**config.mk**
```make
export PLATFORM = sky130hd
export DESIGN_NAME = alu_result_unit
export DESIGN_NICKNAME = d
export VERILOG_FILES = /design/src/rtl/alu_result_unit.sv
export SDC_FILE = /design/constraint.sdc
export NUM_CORES = 1
export LEC_CHECK = 0
export ABC_CLOCK_PERIOD_IN_PS = 2420
export CORE_MARGIN = 5
export CORE_UTILIZATION = 35
export DETAILED_ROUTE_END_ITERATION = 10
export PLACE_DENSITY = 0.6
export SLEW_MARGIN = 25
export SYNTH_ARGS = -nofsm -noshare
export SYNTH_HDL_FRONTEND = slang
export SYNTH_SLANG_ARGS = --single-unit
```
**constraint.sdc**
```tcl
create_clock -name clk -period 2.42 [get_ports clk]
set_clock_uncertainty 0.15 [all_clocks]
set_input_delay 0.363 -clock clk [delete_from_list [all_inputs] [get_ports clk]]
set_output_delay 0.363 -clock clk [all_outputs]
set_load 0.1 [all_outputs]
```
**src/rtl/alu_result_unit.sv**
```systemverilog
// alu_result_unit: two-stage adder back end with carry/borrow recovery,
// Z/C/V flag commit and a carry-hazard interlock for ops that consume cin.
module alu_result_unit #(
    parameter int unsigned W = 8
) (
    input  logic         clk,
    input  logic         rst,
    input  logic         in_valid,
    output logic         in_ready,
    input  logic [W-1:0] opa,
    input  logic [W-1:0] opb,
    input  logic         c_in,
    input  logic [1:0]   s,
    input  logic         flag_we,
    output logic         out_valid,
    input  logic         out_ready,
    output logic [W-1:0] result,
    output logic         z_flag,
    output logic         c_flag,
    output logic         v_flag,
    output logic         cin_o,
    output logic         busy
);

    localparam int unsigned SW = W + 1;

    // stage 1 holding registers
    logic         v1;
    logic [W-1:0] a1;
    logic [W-1:0] b1;
    logic         c1;
    logic         sub1;
    logic         we1;

    // stage 2 holding registers
    logic         v2;
    logic [W-1:0] r2;
    logic         co2;
    logic         z2;
    logic         ov2;
    logic         we2;

    logic          s2_ready;
    logic          s1_ready;
    logic          hazard;
    logic          in_hs;
    logic          advance;
    logic          out_hs;
    logic [SW-1:0] sum;
    logic [W-1:0]  r_next;
    logic          co_next;
    logic          z_next;
    logic          ov_next;

    // handshake and ready chain; a cin-consuming op waits for pending flag writes
    assign s2_ready = ~v2 | out_ready;
    assign s1_ready = ~v1 | s2_ready;
    assign hazard   = s[0] & ((v1 & we1) | (v2 & we2));
    assign in_ready = s1_ready & ~hazard;
    assign in_hs    = in_valid & in_ready;
    assign advance  = v1 & s2_ready;
    assign out_hs   = v2 & out_ready;

    // sum and flag derivation from stage-1 operands; sub ops report borrow
    always_comb begin
        sum     = {1'b0, a1} + {1'b0, b1} + SW'(c1);
        r_next  = sum[W-1:0];
        co_next = sum[W] ^ sub1;
        z_next  = (r_next == '0);
        ov_next = (a1[W-1] == b1[W-1]) & (r_next[W-1] != a1[W-1]);
    end

    // stage 1 register: capture operands on input handshake
    always_ff @(posedge clk or posedge rst) begin
        if (rst) begin
            v1   <= 1'b0;
            a1   <= '0;
            b1   <= '0;
            c1   <= 1'b0;
            sub1 <= 1'b0;
            we1  <= 1'b0;
        end else begin
            if (in_hs) begin
                v1   <= 1'b1;
                a1   <= opa;
                b1   <= opb;
                c1   <= c_in;
                sub1 <= s[1];
                we1  <= flag_we;
            end else if (advance) begin
                v1 <= 1'b0;
            end
        end
    end

    // stage 2 register: result and candidate flags, held under backpressure
    always_ff @(posedge clk or posedge rst) begin
        if (rst) begin
            v2  <= 1'b0;
            r2  <= '0;
            co2 <= 1'b0;
            z2  <= 1'b0;
            ov2 <= 1'b0;
            we2 <= 1'b0;
        end else begin
            if (advance) begin
                v2  <= 1'b1;
                r2  <= r_next;
                co2 <= co_next;
                z2  <= z_next;
                ov2 <= ov_next;
                we2 <= we1;
            end else if (out_hs) begin
                v2 <= 1'b0;
            end
        end
    end

    // committed flags load when a flag-writing op leaves the pipeline
    always_ff @(posedge clk or posedge rst) begin
        if (rst) begin
            z_flag <= 1'b0;
            c_flag <= 1'b0;
            v_flag <= 1'b0;
        end else if (out_hs && we2) begin
            z_flag <= z2;
            c_flag <= co2;
            v_flag <= ov2;
        end
    end

    assign result    = r2;
    assign out_valid = v2;
    assign cin_o     = c_flag;
    assign busy      = v1 | v2;

endmodule

```
Fig. 1: run 1, cell classes on the final placement
Fill, decap, tap and diode cells in gray.
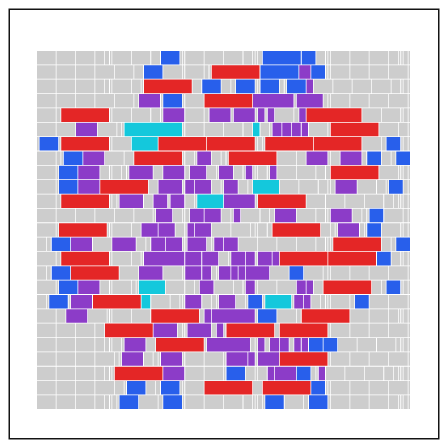
sequential cells -> red  # cells 36
remaining buffers and delay cells -> blue  # cells 43
combinational and other logic -> purple  # cells 101
clock drivers and dummy loads -> cyan  # cells 8
post-route standard cell area excluding fillers: 2370 um2
number of cell rows: 25
Util after Layout: 49.3%
core footprint: 4820 um2

Fig. 2: run 1, clock network drawn from the DEF
Scale bar: 20 um.
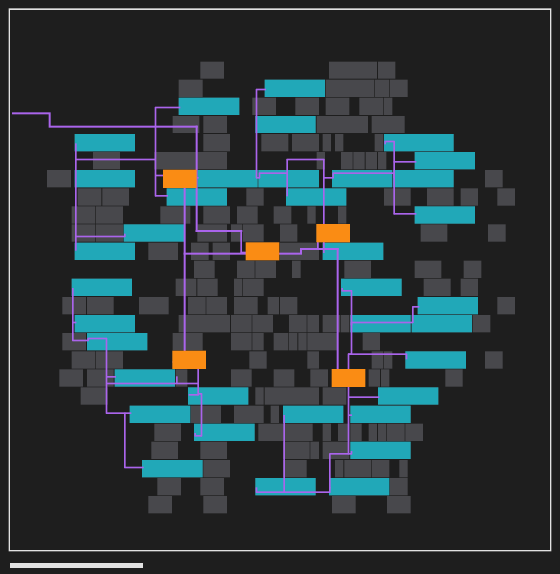
clock drivers -> orange  # count 5
clock wires -> purple  # length 433 um
flip-flops -> cyan  # count 36
routed clock nets = 6
clock latency at the later pin of the worst-skew pair: 0.28 ns

Fig. 3: run 1, cell sizes after repair
Scale bar: 20 um.
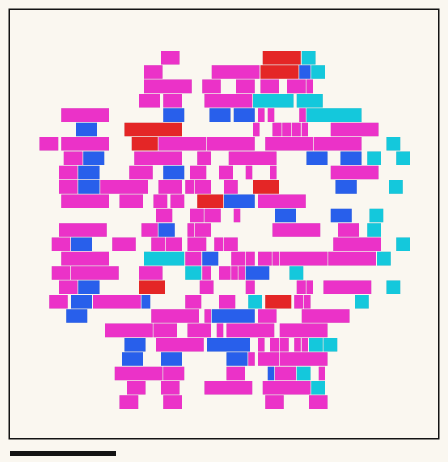
_0 and _1 cells -> magenta  # cells 127, share 68%
_3 and _4 cells -> cyan  # cells 23, share 12%
_2 cells -> blue  # cells 30, share 16%
_6 and larger -> red  # cells 8, share 4.3%

==> impl_metrics.ini, run 1 <==
; synthesis and place-and-route metrics
[drt]
detail_route.wirelength.met1_mm = 1.47
route.met3.wl_um = 152
detailedRoute.firstIterationViolations = 44
ant_nets = 0
count_of_vias_placed_by_the_detailed_router = 1175
routed_vias_inst = 4.61
totalWireLength_mm = 3.12

[clocking]
h-tree-depth = 2
clockBufferDepth = 2
clock_sinks = 36
post-cts-setup-buffer-count = 0
tritoncts = done

[floorplan]
design.die.area_um2 = 6580
chipWidth_um = 81.1

[worst_setup_path]
cp-startpoint = c1
cp-start-kind = flop

[finish]
n_clock_buffer = 6
multiInputGateArea_um2 = 842
area.growth.synth_to_final_pct = 34.1
nMultiInputCombCells = 93
layout_top_cells_excl_fill_tap = 35 x sky130_fd_sc_hd__dfrtp_1, 23 x sky130_fd_sc_hd__clkdlybuf4s50_1, 21 x sky130_fd_sc_hd__mux2_2

[synthesis]
synthSimpleGateAreaFrac_pct = 7.35
post_synth_num_cell_types = 38
postSynthNetCount = 175
top_logic_kind = multiplexers
syn_inst = 142

[global_routing]
layer_with_the_highest_usage = met2
grtUsageMet1_pct = 14.5
grt_use_total_pct = 11.0
grt_use_met3_pct = 3.33
first_global_vias = 1218

[sta]
slew-limit-headroom_pct = 71.5
tightest_slew_ns = 0.426

[place]
dpl_worst_slack_ns = 0.0837

[run_status]
run_status = finished clean
Fig. 4: run 1, clock wiring as the flow saved it
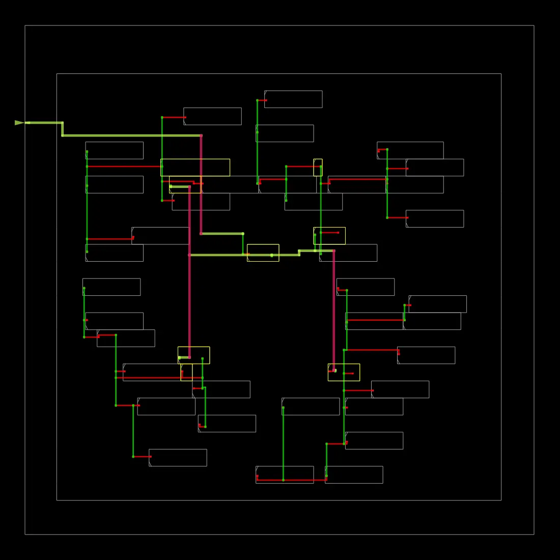

==> inputs of run 2 (changes only) <==
--- a/config.mk
+++ b/config.mk
@@ -8,9 +8,10 @@
 export ABC_CLOCK_PERIOD_IN_PS = 2420
 export CORE_MARGIN = 5
 export CORE_UTILIZATION = 35
+export CTS_BUF_LIST = sky130_fd_sc_hd__clkbuf_16
 export DETAILED_ROUTE_END_ITERATION = 10
 export PLACE_DENSITY = 0.6
-export SLEW_MARGIN = 25
+export SLEW_MARGIN = 15
 export SYNTH_ARGS = -nofsm -noshare
 export SYNTH_HDL_FRONTEND = slang
 export SYNTH_SLANG_ARGS = --single-unit
Fig. 5: run 2, clock wiring as the flow saved it
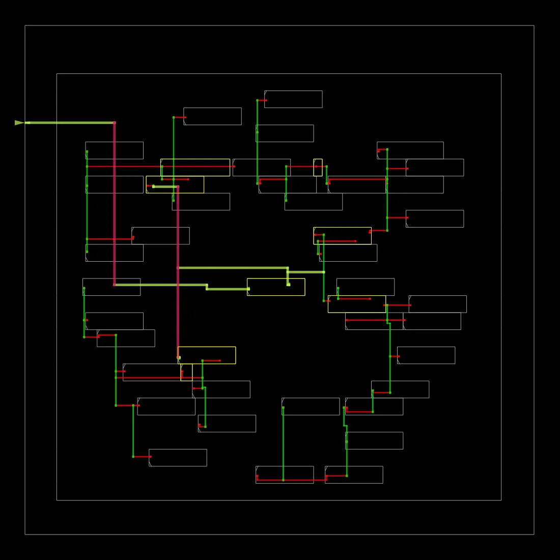
# clock sinks: 36

Fig. 6: run 2, clock network drawn from the DEF
Scale bar: 20 um.
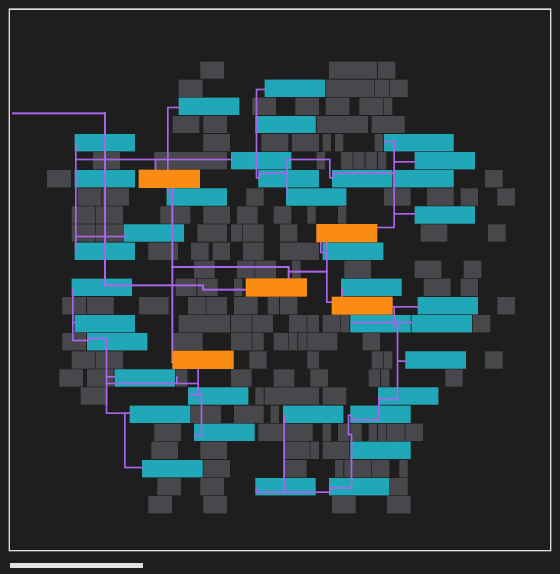
flip-flops -> cyan  # count 36
clock drivers -> orange  # count 5
clock wires -> purple  # length 439 um
routed clock nets = 6
clock latency at the later pin of the worst-skew pair: 0.27 ns

Fig. 7: run 2, cell classes on the final placement
Fill, decap, tap and diode cells in gray.
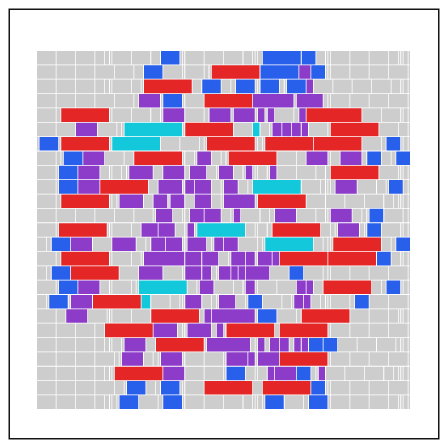
clock drivers and dummy loads -> cyan  # cells 8
combinational and other logic -> purple  # cells 101
sequential cells -> red  # cells 36
remaining buffers and delay cells -> blue  # cells 43

==> run 2 against run 1 <==
Against the previous run:
- via count barely moved
- sequential cell count did not move
- design area rose by 2.4%
- first-iteration DRC count fell by 9.1%
- fmax rose by 0.35%
- worst setup slack improved by 0.0080 ns
- non-clock buffer count did not move
- final cell count did not move
- clock-buffer cell count fell by 1
==> impl_metrics.ini, run 2 <==
; synthesis and place-and-route metrics
[drt]
routed_vias_inst = 4.61
detailedRoute.firstIterationViolations = 40
ant_nets = 0
totalWireLength_mm = 3.15
route.met3.wl_um = 153
count_of_vias_placed_by_the_detailed_router = 1176

[sta]
slew-limit-headroom_pct = 71.8
tightest_slew_ns = 0.422

[floorplan]
core-area_um2 = 4820
fp-row-count = 25
chipWidth_um = 81.1
design.die.area_um2 = 6580
top_level_ports = 39

[synthesis]
post_synth_num_cell_types = 38
syn_inst = 142
top_logic_kind = multiplexers

[run_status]
run_status = finished clean

[finish]
fraction_of_area_in_clock_buffers_and_inverters_pct = 6.75
n_clock_buffer = 5
layout_top_cells_excl_fill_tap = 35 x sky130_fd_sc_hd__dfrtp_1, 23 x sky130_fd_sc_hd__clkdlybuf4s50_1, 21 x sky130_fd_sc_hd__mux2_2
area.growth.synth_to_final_pct = 37.2
layout.core_utilization_pct = 50.4
post-route-cell-area_um2 = 2430
nMultiInputCombCells = 93
post_layout_nonfiller_instances = 255

[clocking]
tritoncts = done
clockBufferDepth = 2
post-cts-setup-buffer-count = 0
h-tree-depth = 2
worst_setup_hold_path_clk_slew_ns = 0.05

[worst_setup_path]
worst_setup_end_kind = flop
cp-startpoint = c1
cp-start-kind = flop

[global_routing]
grt_use_total_pct = 11.0
grt_use_met3_pct = 3.66
grtUsageMet1_pct = 14.5
first_global_vias = 1207

[place]
dpl_worst_slack_ns = 0.0837

[flow_run]
count_of_maximum_capacitance_violations = 0
==> inputs of run 3 (changes only) <==
--- a/config.mk
+++ b/config.mk
@@ -11,6 +11,7 @@
 export CTS_BUF_LIST = sky130_fd_sc_hd__clkbuf_16
 export DETAILED_ROUTE_END_ITERATION = 10
 export PLACE_DENSITY = 0.6
+export SKIP_LAST_GASP = 1
 export SLEW_MARGIN = 15
 export SYNTH_ARGS = -nofsm -noshare
 export SYNTH_HDL_FRONTEND = slang
Fig. 8: run 3, clock network drawn from the DEF
Scale bar: 20 um.
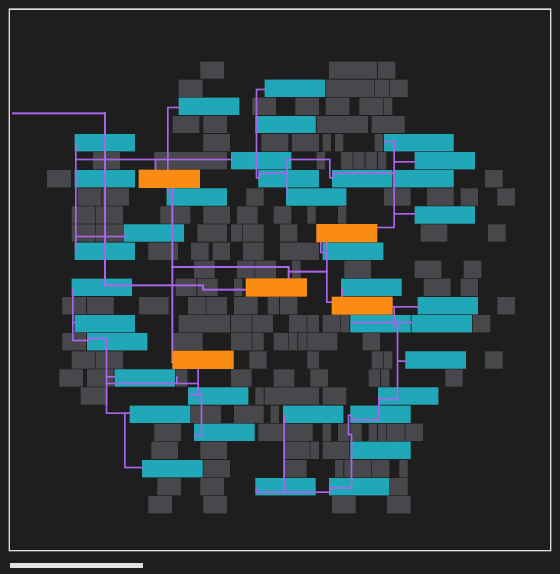
clock drivers -> orange  # count 5
clock wires -> purple  # length 439 um
flip-flops -> cyan  # count 36
routed clock nets = 6

Fig. 9: run 3, cell sizes after repair
Scale bar: 20 um.
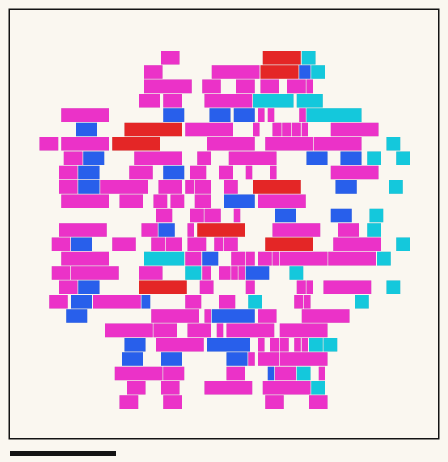
_0 and _1 cells -> magenta  # cells 127, share 68%
_6 and larger -> red  # cells 8, share 4.3%
_3 and _4 cells -> cyan  # cells 23, share 12%
_2 cells -> blue  # cells 30, share 16%
post-route standard cell area excluding fillers: 2430 um2
Worst Slack Setup Final: 0.132 ns
synth-to-layout area growth: 37.2%

==> run 3 against run 2 <==
Against the previous run:
- critical endpoint unchanged
- critical path depth did not move
- global-route usage is the same
- fmax unchanged
- die area is the same
==> impl_metrics.ini, run 3 <==
; synthesis and place-and-route metrics
[clocking]
post-cts-setup-buffer-count = 0
worst_setup_hold_path_clk_slew_ns = 0.05
clockBufferDepth = 2
h-tree-depth = 2
clock_sinks = 36
clock_latency_at_the_later_pin_of_the_worst_skew_pair_ns = 0.27
tritoncts = done

[run_status]
run_status = finished clean

[synthesis]
synthSimpleGateAreaFrac_pct = 7.35
postSynthNetCount = 175
syn_inst = 142
post_synth_num_cell_types = 38
synth-cells-yosys = 142

[sta]
finalSetupViolations = 0
tightest_slew_ns = 0.422
period_needed_ns = 2.29
slew-limit-headroom_pct = 71.8

[drt]
ant_nets = 0
routed_vias_inst = 4.61
detail_route.wirelength.met1_mm = 1.51
totalWireLength_mm = 3.15
detailedRoute.firstIterationViolations = 40

[place]
dpl_worst_slack_ns = 0.0837

[floorplan]
design.die.area_um2 = 6580
fp-row-count = 25
core-area_um2 = 4820
chipWidth_um = 81.1
top_level_ports = 39

[worst_setup_path]
worst-path-buf-inv = 1
worst_setup_end_kind = flop
cp-start-kind = flop
cp-startpoint = c1

[global_routing]
first_global_vias = 1207
grtUsageMet1_pct = 14.5
grt_use_total_pct = 11.0
grt_use_met3_pct = 3.66
layer_with_the_highest_usage = met2

[finish]
fraction_of_area_in_clock_buffers_and_inverters_pct = 6.75
nMultiInputCombCells = 93
final.signal_inverter_count = 8
multiInputGateArea_um2 = 842
layout.core_utilization_pct = 50.4
layout_top_cells_excl_fill_tap = 35 x sky130_fd_sc_hd__dfrtp_1, 23 x sky130_fd_sc_hd__clkdlybuf4s50_1, 21 x sky130_fd_sc_hd__mux2_2

[flow_run]
count_of_maximum_capacitance_violations = 0
Fig. 10: run 3, logic cells by family
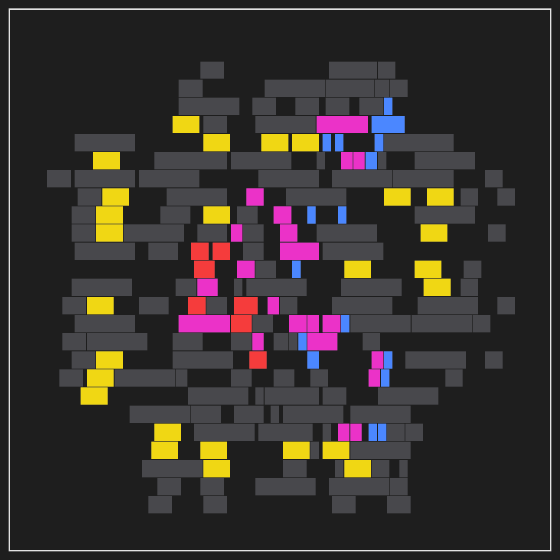
mux cells -> yellow  # cells 26
nand cells -> blue  # cells 16
aoi and oai cells -> magenta  # cells 21
non-inverting ao/oa cells -> red  # cells 7, where middle

